==> run_1/detail.png <==
Region (0, 21) to (25, 46) um. Cells in gray, sequential cells in the stronger gray; small squares are vias.
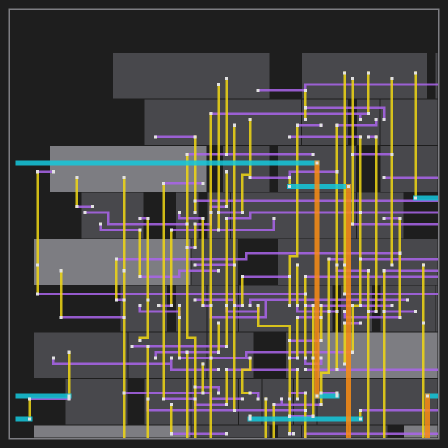
==> run_1/layer_met1.png <==
Drawn at 10 px/um.
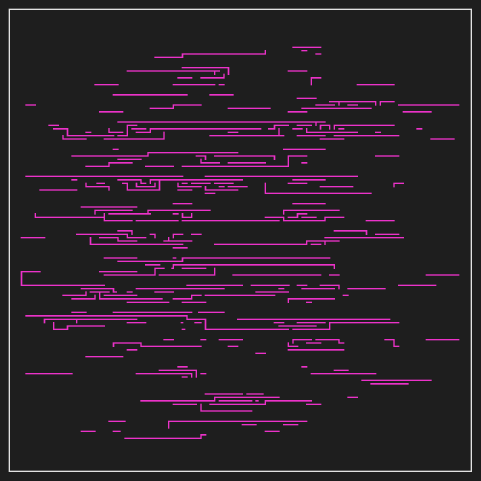
==> run_1/placement_by_type.png <==
Drawn at 8 px/um.
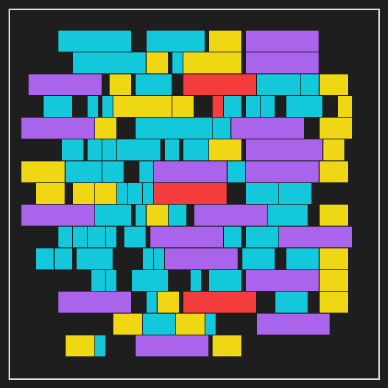
### config.mk
export PLATFORM = sky130hd
export DESIGN_NAME = shift_serializer_ctrl4
export DESIGN_NICKNAME = d
export VERILOG_FILES = /design/src/rtl/shift_serializer_ctrl4_pkg.sv /design/src/rtl/shift_serializer_ctrl4_sr.sv /design/src/rtl/shift_serializer_ctrl4.sv
export SDC_FILE = /design/constraint.sdc
export NUM_CORES = 1
export LEC_CHECK = 0
export CAP_MARGIN = 15
export CORE_UTILIZATION = 45
export CTS_BUF_LIST = sky130_fd_sc_hd__clkbuf_16
export DETAILED_ROUTE_END_ITERATION = 10
export GPL_TIMING_DRIVEN = 0
export MAX_ROUTING_LAYER = met4
export PLACE_DENSITY = 0.73
export SYNTH_ARGS = -nofsm -noshare
export SYNTH_HDL_FRONTEND = slang
export SYNTH_SLANG_ARGS = --single-unit
### constraint.sdc
create_clock -name clockpulse -period 1.5 [get_ports clockpulse]
set_clock_uncertainty 0.05 [all_clocks]
set_input_delay 0.3 -clock clockpulse [delete_from_list [all_inputs] [get_ports clockpulse]]
set_output_delay 0.3 -clock clockpulse [all_outputs]
set_load 0.1 [all_outputs]
### src/rtl/shift_serializer_ctrl4_pkg.sv
// shift_serializer_ctrl4_pkg: shared state encoding and widths for the serializer controller.
package shift_serializer_ctrl4_pkg;

    typedef enum logic [1:0] {
        IDLE  = 2'd0,
        LOAD  = 2'd1,
        SHIFT = 2'd2,
        GAP   = 2'd3
    } state_t;

    localparam int         SR_WIDTH     = 4;
    localparam logic [1:0] BIT_CNT_LAST = 2'd3;

endpackage

### src/rtl/shift_serializer_ctrl4_sr.sv
// shiftregister_left4: 4-bit left shift register with parallel preset and async clear.
module shiftregister_left4
    import shift_serializer_ctrl4_pkg::*;
(
    input  logic                clockpulse,
    input  logic                clear,
    input  logic                serial_input,
    input  logic                preset_enable,
    input  logic [SR_WIDTH-1:0] preset,
    output logic [SR_WIDTH-1:0] signal_q
);

    always_ff @(posedge clockpulse or posedge clear) begin
        if (clear)
            signal_q <= '0;
        else if (preset_enable)
            signal_q <= preset;
        else
            signal_q <= {signal_q[SR_WIDTH-2:0], serial_input};
    end

endmodule

### src/rtl/shift_serializer_ctrl4.sv
// shift_serializer_ctrl4: sequences a shiftregister_left4 as a 4-bit MSB-first serial transmitter.
module shift_serializer_ctrl4
    import shift_serializer_ctrl4_pkg::*;
#(
    parameter logic FILL_BIT   = 1'b0,
    parameter int   GAP_CYCLES = 2
) (
    input  logic                clockpulse,
    input  logic                clear,
    input  logic                start,
    input  logic                abort,
    input  logic [SR_WIDTH-1:0] data_in,
    output logic                serial_out,
    output logic                bit_valid,
    output logic                busy,
    output logic                done,
    output logic [SR_WIDTH-1:0] signal_q
);

    localparam logic [3:0] GAP_LAST = 4'(GAP_CYCLES - 1);

    state_t              state;
    logic [1:0]          bit_cnt;
    logic [3:0]          gap_cnt;
    logic [SR_WIDTH-1:0] word_r;
    logic                preset_enable;

    // An abort in LOAD must suppress the preset so the aborted word never reaches the register.
    assign preset_enable = (state == LOAD) && !abort;
    assign busy          = state != IDLE;
    assign bit_valid     = state == SHIFT;
    assign serial_out    = signal_q[SR_WIDTH-1];

    shiftregister_left4 u_sr (
        .clockpulse    (clockpulse),
        .clear         (clear),
        .serial_input  (FILL_BIT),
        .preset_enable (preset_enable),
        .preset        (word_r),
        .signal_q      (signal_q)
    );

    always_ff @(posedge clockpulse or posedge clear) begin
        if (clear) begin
            state   <= IDLE;
            bit_cnt <= '0;
            gap_cnt <= '0;
            word_r  <= '0;
            done    <= 1'b0;
        end else begin
            done <= 1'b0;
            if (abort && state != IDLE) begin
                state   <= IDLE;
                bit_cnt <= '0;
                gap_cnt <= '0;
            end else begin
                case (state)
                    IDLE: if (start) begin
                        word_r <= data_in;
                        state  <= LOAD;
                    end
                    LOAD: begin
                        bit_cnt <= '0;
                        state   <= SHIFT;
                    end
                    SHIFT: begin
                        bit_cnt <= bit_cnt + 2'd1;
                        if (bit_cnt == BIT_CNT_LAST) begin
                            done    <= 1'b1;
                            gap_cnt <= '0;
                            state   <= (GAP_CYCLES > 0) ? GAP : IDLE;
                        end
                    end
                    GAP: if (gap_cnt == GAP_LAST) begin
                        gap_cnt <= '0;
                        state   <= IDLE;
                    end else begin
                        gap_cnt <= gap_cnt + 4'd1;
                    end
                endcase
            end
        end
    end

endmodule
==> Changelog: implementation, run 1 <==
### Metrics

* Place WS at -0.737 ns
* Post-Syn Instances at slightly below 80
* DRC Markers at 0
* Fmax at about 640 MHz
* Final Setup Violations at 5
* First-pass GRT wire length at 2.86 mm
* Yosys Instances at 77
* Met1 Use GR at 0.248
* Inverters at 8
* Multi-input logic cell count at slightly above 50
* Clock latency at the later pin of the worst-skew pair at around 0.25 ns
* Flop count at 17
* Synth unique cells at 21
* TritonCTS Buffers at 3
* Cycle use final at 1.05
* Via-to-Cell Ratio at ~5.3
* Clock Tree Buf Depth at 2
* GP Congestion at ~0.75
* Syn_area_per_cell at 11.3 um^2
* Largest net degree at the start of global routing at 18
* Worst Slack Setup Final at -0.0747 ns
* Worst-Margin Slew at about 0.65 ns
* Worst-path fanout max at 5
* Die area at around 2100 um^2
* Top cells by count: 17 x dfrtp_1, 9 x mux2_2, 8 x inv_1
* Iteration-0 DRC Markers at 17
* Worst R2R Path Depth at 6
* Worst hold path class: input pin to asynchronous set/reset pin
* GRT met2 Usage at 0.301
* Status: finished, violations left
* RSZ-0062 raised after global routing: true
* Yosys warnings at 0
* GRT Total Usage at 0.206
* Met1 WL at 895 um
* Mux share at 0.128
* Pre-Repair DR Iteration Count at 4
* Die Wd at 46.1 um
* Fp util at 0.495
* Non-CTS buffers at 27
* Final #Nets at ~120
* Final wirelength at 1.97 mm
* Final Critical Period at approximately 1.6 ns
* Failing checks: setup timing
* Top Usage Layer GRT: met2
Back to the opening pictures, detail.png:
metal 3: drawn in cyan. metal 1: drawn in purple. metal 2: drawn in yellow. metal 4: drawn in orange.
34 logic cells have their middle in the window. Sequential cells in the window: 3. Most frequent: buf_4 (6), nand2_1 (3), dfrtp_1 (3). Netlist names of flops here include state (2), gap_cnt (1).

Back to the opening pictures, layer_met1.png:
The longest straight run is 20.7 um. 109 nets have wire on it. The layer holds 46% of the routed length. The layer carries 895 um of wire.

Back to the opening pictures, placement_by_type.png:
combinational and other logic: drawn in cyan, cells 59, share of their area 39%. other buffers and delay cells: drawn in yellow, cells 27, share of their area 21%. clock drivers and dummy loads: drawn in red, cells 4, share of their area 6.1%. flops: drawn in purple, cells 17, share of their area 33%.
final core occ: 0.745
core box area: 1760 um^2
std cell rows: 15
flop share of the area: 0.325

-- run 1: cell usage in the layout, fill, tap and decap left out --
cell / netlist / routed
buf_12: 0 / 2
mux2i_1: 1 / 1
clkdlybuf4s50_1: 0 / 7
a311oi_2: 0 / 1
nor2b_1: 3 / 3
nor2_2: 0 / 1
nand2_1: 7 / 6
buf_6: 0 / 2
a21oi_1: 4 / 4
nand2b_4: 0 / 1
nor2_1: 2 / 1
ha_1: 7 / 5
nand2_2: 0 / 1
inv_2: 0 / 2
clkinvlp_4: 0 / 1
mux2_4: 0 / 1
nand3_1: 3 / 3
o22ai_4: 0 / 1
a22oi_1: 1 / 1
clkdlybuf4s15_2: 0 / 1
o21ai_0: 3 / 3
nand2b_1: 4 / 3
buf_4: 1 / 9
ha_4: 0 / 2
and3_1: 1 / 1
nand2b_2: 1 / 1
o211ai_2: 1 / 1
clkdlybuf4s18_2: 0 / 4
inv_1: 8 / 6
dfrtp_1: 17 / 16
dfrtp_2: 0 / 1
buf_8: 0 / 1
mux2_2: 9 / 8
buf_2: 0 / 1
clkbuf_16: 0 / 3
o31ai_1: 1 / 1
o311ai_4: 1 / 1
-- run 1: stage by stage --
stage | instance area, um^2 | TNS, ns | cells | utilization
floorplan | 910 | -0.466 | 77 | -
global placement | 1090 | -4.12 | 117 | 0.618
detailed placement | 1090 | -4.25 | 117 | 0.618
CTS | 1250 | -0.0538 | 129 | 0.711
global route | 1310 | -0.481 | 132 | 0.745
finish | 1310 | -0.0981 | 132 | 0.745
-- run 1: timing repair --
action                     in CTS  in global routing
pin swaps                       2                  3
setup buffers                   8                  3
resized                        36                 13
setup endpoints to repair      13                 13
-- run 1: worst max-delay path, stage by stage, from the launching register on --
cell and delay [ns]:
dfrtp_1 0.40, inv_2 0.11, ha_4 0.18, clkinvlp_4 0.11, buf_8 0.18
==> run 2: changes to the inputs <==
CELL_PAD_IN_SITES_DETAIL_PLACEMENT = 1   (was unset)
CELL_PAD_IN_SITES_GLOBAL_PLACEMENT = 1   (was unset)
CORE_UTILIZATION = 36   (was 45)
PLACE_DENSITY = unset   (was 0.73)
PLACE_DENSITY_LB_ADDON = 0.1   (was unset)
SYNTH_HIERARCHICAL = 1   (was unset)
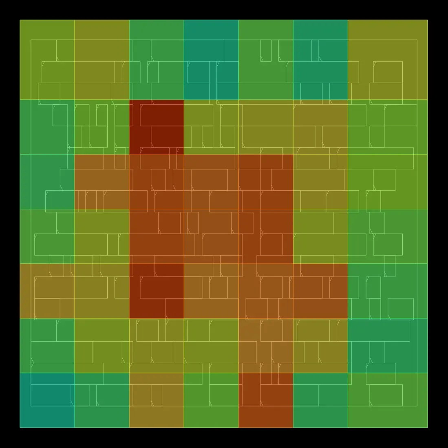
(run_2/congestion.png)
GRT Total Usage: 0.228
final core occ: 0.659

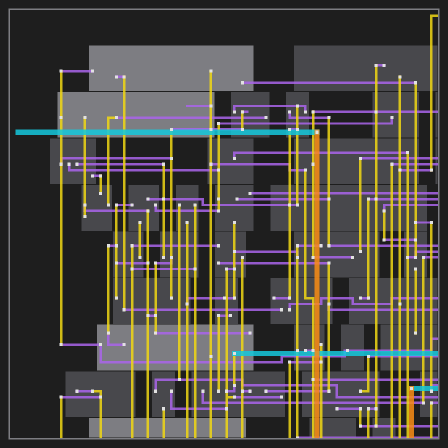
(run_2/detail.png)
Region (0, 26) to (25, 51) um. Cells in gray, sequential cells in the stronger gray; small squares are vias.
metal 4: drawn in orange. metal 1: drawn in purple. metal 3: drawn in cyan. metal 2: drawn in yellow.
Netlist names of flops here include bit_cnt (2), state (1). Most frequent: nand2_1 (3), a21oi_1 (3), ha_1 (3). Sequential cells in the window: 3. 31 logic cells have their middle in the window.

==> run 2 against run 1 <==
The flow still finishes with violations (setup timing). Register-to-register slack worse by 0.14 ns. Via count up 7.6%. Cell count is 11% higher. Count of clock-buffer cells in the layout unchanged. Critical path depth increased by 3. Global-route usage increased by 2.2 points. Die size up 25%.
==> Changelog: implementation, run 2 <==
### Metrics

* Fp util at 0.391
* Synth top cell by count: dfrtp_1
* Iteration-0 DRC Markers at 7
* Cycle use final at 1.10
* Fa+ha+maj area frac at 0.0994
* Antenna diodes at 0
* R2R Path Start: state[1]
* Vias in the first global route at roughly 810
* IO buf count at 15
* Worst Setup SP: state[1]
* Worst Slack Setup Final at -0.149 ns
* WP buf/inv at 3
* Pre-Repair DR Iteration Count at 2
* CP max-delay cell: dfrtp_2
* Top Registers: gap_cnt x4, u_sr/signal_q x4, word_r x4
* Most instantiated logic cells after routing: 19 x buf_4, 15 x dfrtp_1, 7 x mux2_2
* Largest net degree at the start of global routing at 14
* Worst-path fanout max at 3
* DPL Wire Length at 1.40 mm
* Clk sink count at 17
* DRC Markers at 0
* Yosys warnings at 6
* Cell area after synthesis at slightly below 900 um^2
* Async SR Flop Fraction at 1.00
* Top cells by count: 17 x dfrtp_1, 8 x inv_1, 7 x ha_1, 7 x mux2_2, 6 x nand2_1
* Syn_area_per_cell at ~12 um^2
* Layout cells sized above 1 at 0.568
* Synth Area in Simple Gates at 0.102
* Final setup TNS at -0.823 ns
* Synth unique cells at 24
* Yosys Instances at about 76
* Die area at ~2600 um^2
* Critical path class: flip-flop to flip-flop
* RSZ-0062 raised after global routing: true
* Stage-log warning count at 33
* Final #Nets at 134
* Yosys reg bits at 17
* Final Setup Violations at 8
* Final Critical Period at between 1.5 and 2 ns
* Top area cell types: dfrtp_1 48%, ha_1 9.9%, mux2_2 8.9%
* Clk slew on worst S/H paths at 0.05 ns
* Fmax at about 610 MHz
* Clock latency at the later pin of the worst-skew pair at roughly 0.25 ns
* # hold bufs at CTS at 0
* TritonCTS Buffers at 3
* Max incr delay on CP at around 0.42 ns
* First-pass GRT wire length at slightly above 4 mm
* Std cell rows at 17
* Final wirelength at between 2 and 3 mm
* Die Y at 51.5 um
* CTS HTree Levels at 1
* Cells along the critical path: inv_2 > ha_4 > buf_6 > nand2b_4 > o311ai_4 > buf_12 > o31ai_4
* Data arrival time of the critical path at approximately 1.8 ns
* Area grow syn2layout at 68.8%
* CTS tree: yes
* Part of the Yosys area used for sequential elements at 0.483
* Core box area at around 2300 um^2
* CTS root buf: clkbuf_16
* Max-cap viol count at 0
* Via count at 748
* Max transition margin at 0.645
* Yosys Chip Area at a little under 900 um^2
* GP Congestion at 0.703
* Yosys top cell by area: dfrtp_1
* Via-to-Cell Ratio at 5.12
* Post-Syn Instances at approximately 76
* Clock Tree Buf Depth at 2
* Main flop type: dfrtp_1
* Ports at 16
* Die Wd at roughly 50 um
* Worst hold path class: input pin to asynchronous set/reset pin
* Final hold vios at 0
* Status: finished, violations left
* Worst-Margin Slew at between 0.5 and 0.6 ns
* Failing checks: setup timing
* Dominant logic cell type in the layout: buf_4
* Critical Path Source Type: flip-flop
* Mux share at 0.139
* Synthesized Nets at between 90 and 100
* Crit-path leading delay family: flip-flops
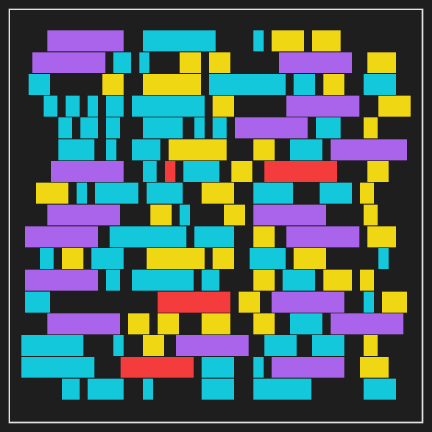
(run_2/placement_by_type.png)
Drawn at 8 px/um.
clock drivers and dummy loads: drawn in red, cells 4, share of their area 5.4%. flops: drawn in purple, cells 17, share of their area 29%. combinational and other logic: drawn in cyan, cells 58, share of their area 41%. other buffers and delay cells: drawn in yellow, cells 39, share of their area 24%.

[run 2: final timing paths]
check                                    to  slack [ns]  cells past startpoint
min                        u_sr/signal_q[3]        0.22                      2
min reg2reg                u_sr/signal_q[3]        0.45                      1
max in group asynchronous          state[1]        0.64                      2
max reg2reg                      gap_cnt[0]       -0.15                      7
min in group clockpulse    u_sr/signal_q[3]        0.45                      1
max                              gap_cnt[0]       -0.15                      7
[run 2: repair_timing]
action	CTS	global route
pin swaps	8	7
setup endpoints to repair	17	17
gates resized	45	25
buffers inserted	15	9
[run 2: final cells by class]
cell class,instances,area (um^2),share of cell area
buffer,1,7.51,0.00505
clock buffer,3,75.1,0.0505
clock inverter,1,3.75,0.00253
inverter,8,33.8,0.0227
multi-input combinational,50,558,0.375
sequential,17,428,0.288
tap,28,35.0,0.0236
timing repair buffer,38,345,0.232
[run 2: through the flow]
stage	area, um^2	cells	worst slack [ns]	util	hold WS, ns
after floorplan	925	76	-0.287	-	0.0160
after global placement	1110	119	-0.747	0.492	0.420
after detailed placement	1110	119	-0.767	0.492	0.433
after CTS	1350	138	-0.0718	0.597	0.233
after global routing	1490	146	-0.210	0.659	0.247
final	1490	146	-0.149	0.659	0.225
[run 2: worst register-to-register path: cells and delay by family (launching register included)]
kind / cells / cell delay, ns
simple gates: 1 / 0.14
compound gates: 2 / 0.38
flops: 1 / 0.42
buf+inv: 3 / 0.40
fa+ha+maj: 1 / 0.18
[run 2: layer usage]
metal  track usage  wire length (um)  vias to the layer above
met4        0.0946                48                        0
met1         0.258              1080                      376
li1              -                 -                      350
met5             -                 0                        -
met3        0.0387               111                        6
met2         0.394              1470                       16
==> run 3: changes to the inputs <==
CORE_UTILIZATION = 42   (was 36)
SKIP_LAST_GASP = 1   (was unset)
clock period = 2.1 ns   (was 1.5 ns; I/O delays follow)
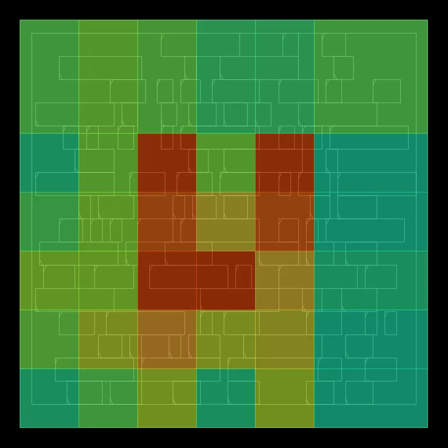
(run_3/congestion.png)
GRT met2 Usage: 0.384
wire per inst: 16.9 um

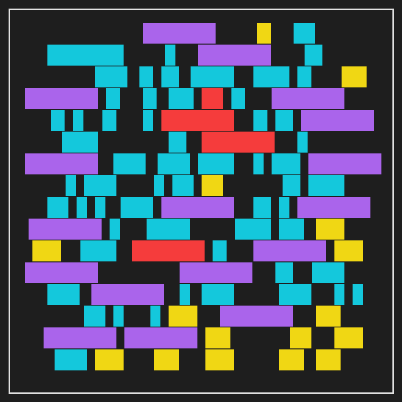
(run_3/placement_by_type.png)
Drawn at 8 px/um.
other buffers and delay cells: drawn in yellow, cells 16, share of their area 13%. combinational and other logic: drawn in cyan, cells 58, share of their area 41%. clock drivers and dummy loads: drawn in red, cells 4, share of their area 7.5%. flops: drawn in purple, cells 17, share of their area 39%.
flop share of the area: 0.375
final core occ: 0.578

==> run 3 against run 2 <==
The run now ends clean. Cell count decreased by 16%. Core utilization shrank 8.1 points. Critical path depth shrank 3. Wire length fell by 24%. First-iteration DRC count did not move. Synthesized cell count unchanged.
==> Changelog: implementation, run 3 <==
### Metrics

* RSZ-0062 raised after global routing: false
* Top area cell types: dfrtp_1 48%, ha_1 9.9%, mux2_2 8.9%
* Yosys Instances at ~76
* DP Area at about 1100 um^2
* DRC Markers at 0
* Layout cells sized above 1 at 0.189
* Crit-path most repeated cell: inv_1
* Die area at approximately 2300 um^2
* Worst-Margin Slew at between 0.9 and 1 ns
* CTS root buf: clkbuf_16
* Reg-to-reg endpoint: state[1]
* CTS tree: yes
* Final Critical Period at 2.01 ns
* Data arrival time of the critical path at 1.54 ns
* Ports at 16
* Core box area at 1960 um^2
* Dominant logic cell type in the layout: dfrtp_1
* Final #Nets at about 110
* Top Registers: gap_cnt x4, u_sr/signal_q x4, word_r x4
* Most instantiated logic cells after routing: 17 x dfrtp_1, 8 x inv_1, 7 x mux2_2, 7 x clkdlybuf4s50_1
* Clock Tree Buf Depth at 2
* Yosys reg bits at 17
* Worst R2R Path Depth at 6
* Std cell rows at 16
* Die Y at approximately 48 um
* WP buf/inv at 3
* Final instance area at roughly 1100 um^2
* DPL Wire Length at 1.39 mm
* Worst-path fanout max at 5
* Largest net degree at the start of global routing at 14
* Fp util at 0.449
* Synth unique cells at 24
* Async SR Flop Fraction at 1.00
* Top cells by count: 17 x dfrtp_1, 8 x inv_1, 7 x ha_1, 7 x mux2_2, 6 x nand2_1
* Max incr delay on CP at ~0.40 ns
* Final hold vios at 0
* Cycle use final at 0.957
* GRT Total Usage at 0.229
* Synth top cell by count: dfrtp_1
* Status: complete, no violations
* Area grow syn2layout at 28.8%
* Max transition margin at 0.365
* Syn_area_per_cell at approximately 12 um^2
* Part of the Yosys area used for sequential elements at 0.483
* Clk sink count at 17
* Cells along the critical path: inv_1 > ha_1 > inv_1 > clkbuf_4
* Hold_ws at 0.336 ns
* Vias in the first global route at 692
* Crit-path leading delay family: buffers and inverters
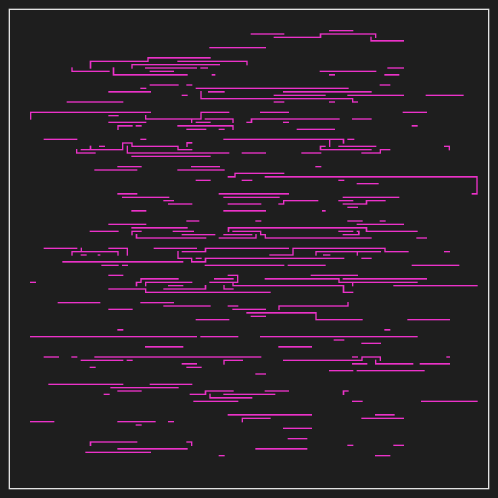
(run_3/layer_met1.png)
Drawn at 10 px/um.
via count: 650
final wirelength: 2.07 mm
met1 Use GR: 0.279

## run 3: cell counts after synthesis
Identical to the previous run, type by type.
## run 3: how the worst max path moves through the flow
stage                     cells after the start  startpoint        end
after floorplan                               5    state[0]   state[0]
after global placement                        4    state[0]       busy
after detailed placement                      4    state[0]       busy
after CTS                                     4    state[0]       busy
after global routing                          3    state[0]  bit_valid
final                                         4    state[0]       busy
## run 3: metal layers
| layer | global-route usage | up-vias | wire (um) |
|---|---|---|---|
| met5 | - | - | 0 |
| met4 | 0.0722 | 0 | 27 |
| met3 | 0.0377 | 4 | 64 |
| met2 | 0.384 | 14 | 1060 |
| met1 | 0.279 | 330 | 910 |
| li1 | - | 302 | - |
## run 3: cells by family after synthesis
group,Yosys count
buffers and inverters,9
AND-OR/OR-AND,14
other,1
flip-flops,17
AND/OR/NAND/NOR,17
multiplexers,11
adder cells (fa/ha/maj),7
## run 3: final cells by class
cell class | instances | area [um^2]
Inverter | 8 | 30.0
Tap cell | 27 | 33.8
Buffer | 1 | 7.51
Clock buffer | 3 | 75.1
Fill cell | 227 | 827
Clock inverter | 1 | 7.51
Multi-Input combinational cell | 50 | 420
Timing Repair Buffer | 15 | 135
Sequential cell | 17 | 425
## run 3: worst reg2reg max path: cells and delay by family (launching register included)
family | cells | cell delay (ns)
adders and majority gates | 1 | 0.29
and+or+nand+nor | 1 | 0.31
muxes | 1 | 0.21
buffers and inverters | 1 | 0.14
DFF | 1 | 0.42
AOI/OAI and AO/OA | 2 | 0.35
## run 3: repair_timing
| item | 4_1_cts | 5_1_grt |
|---|---|---|
| hold buffers | 0 | 0 |
| endpoints found under the setup margin | 8 | 1 |
| resized | 14 | 3 |

==> notes/layouts.md <==
Pictures saved along the way, in no particular order.

Sizing map.
Drawn at 8 px/um.
panel A
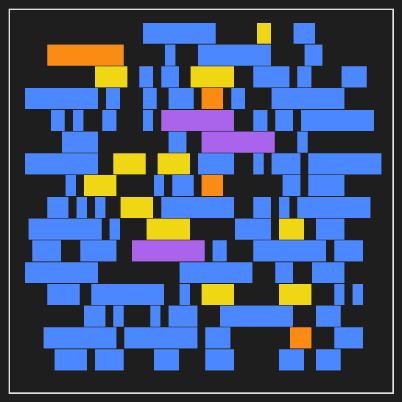
panel B
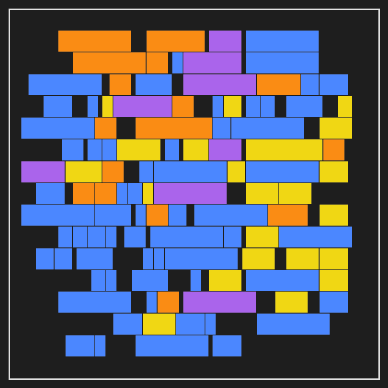
panel C
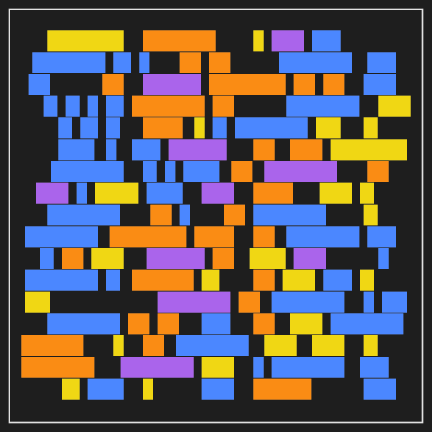
Run 1 is panel B.
Run 2 is panel C.
Run 3 is panel A.
Of these, largest die: panel C

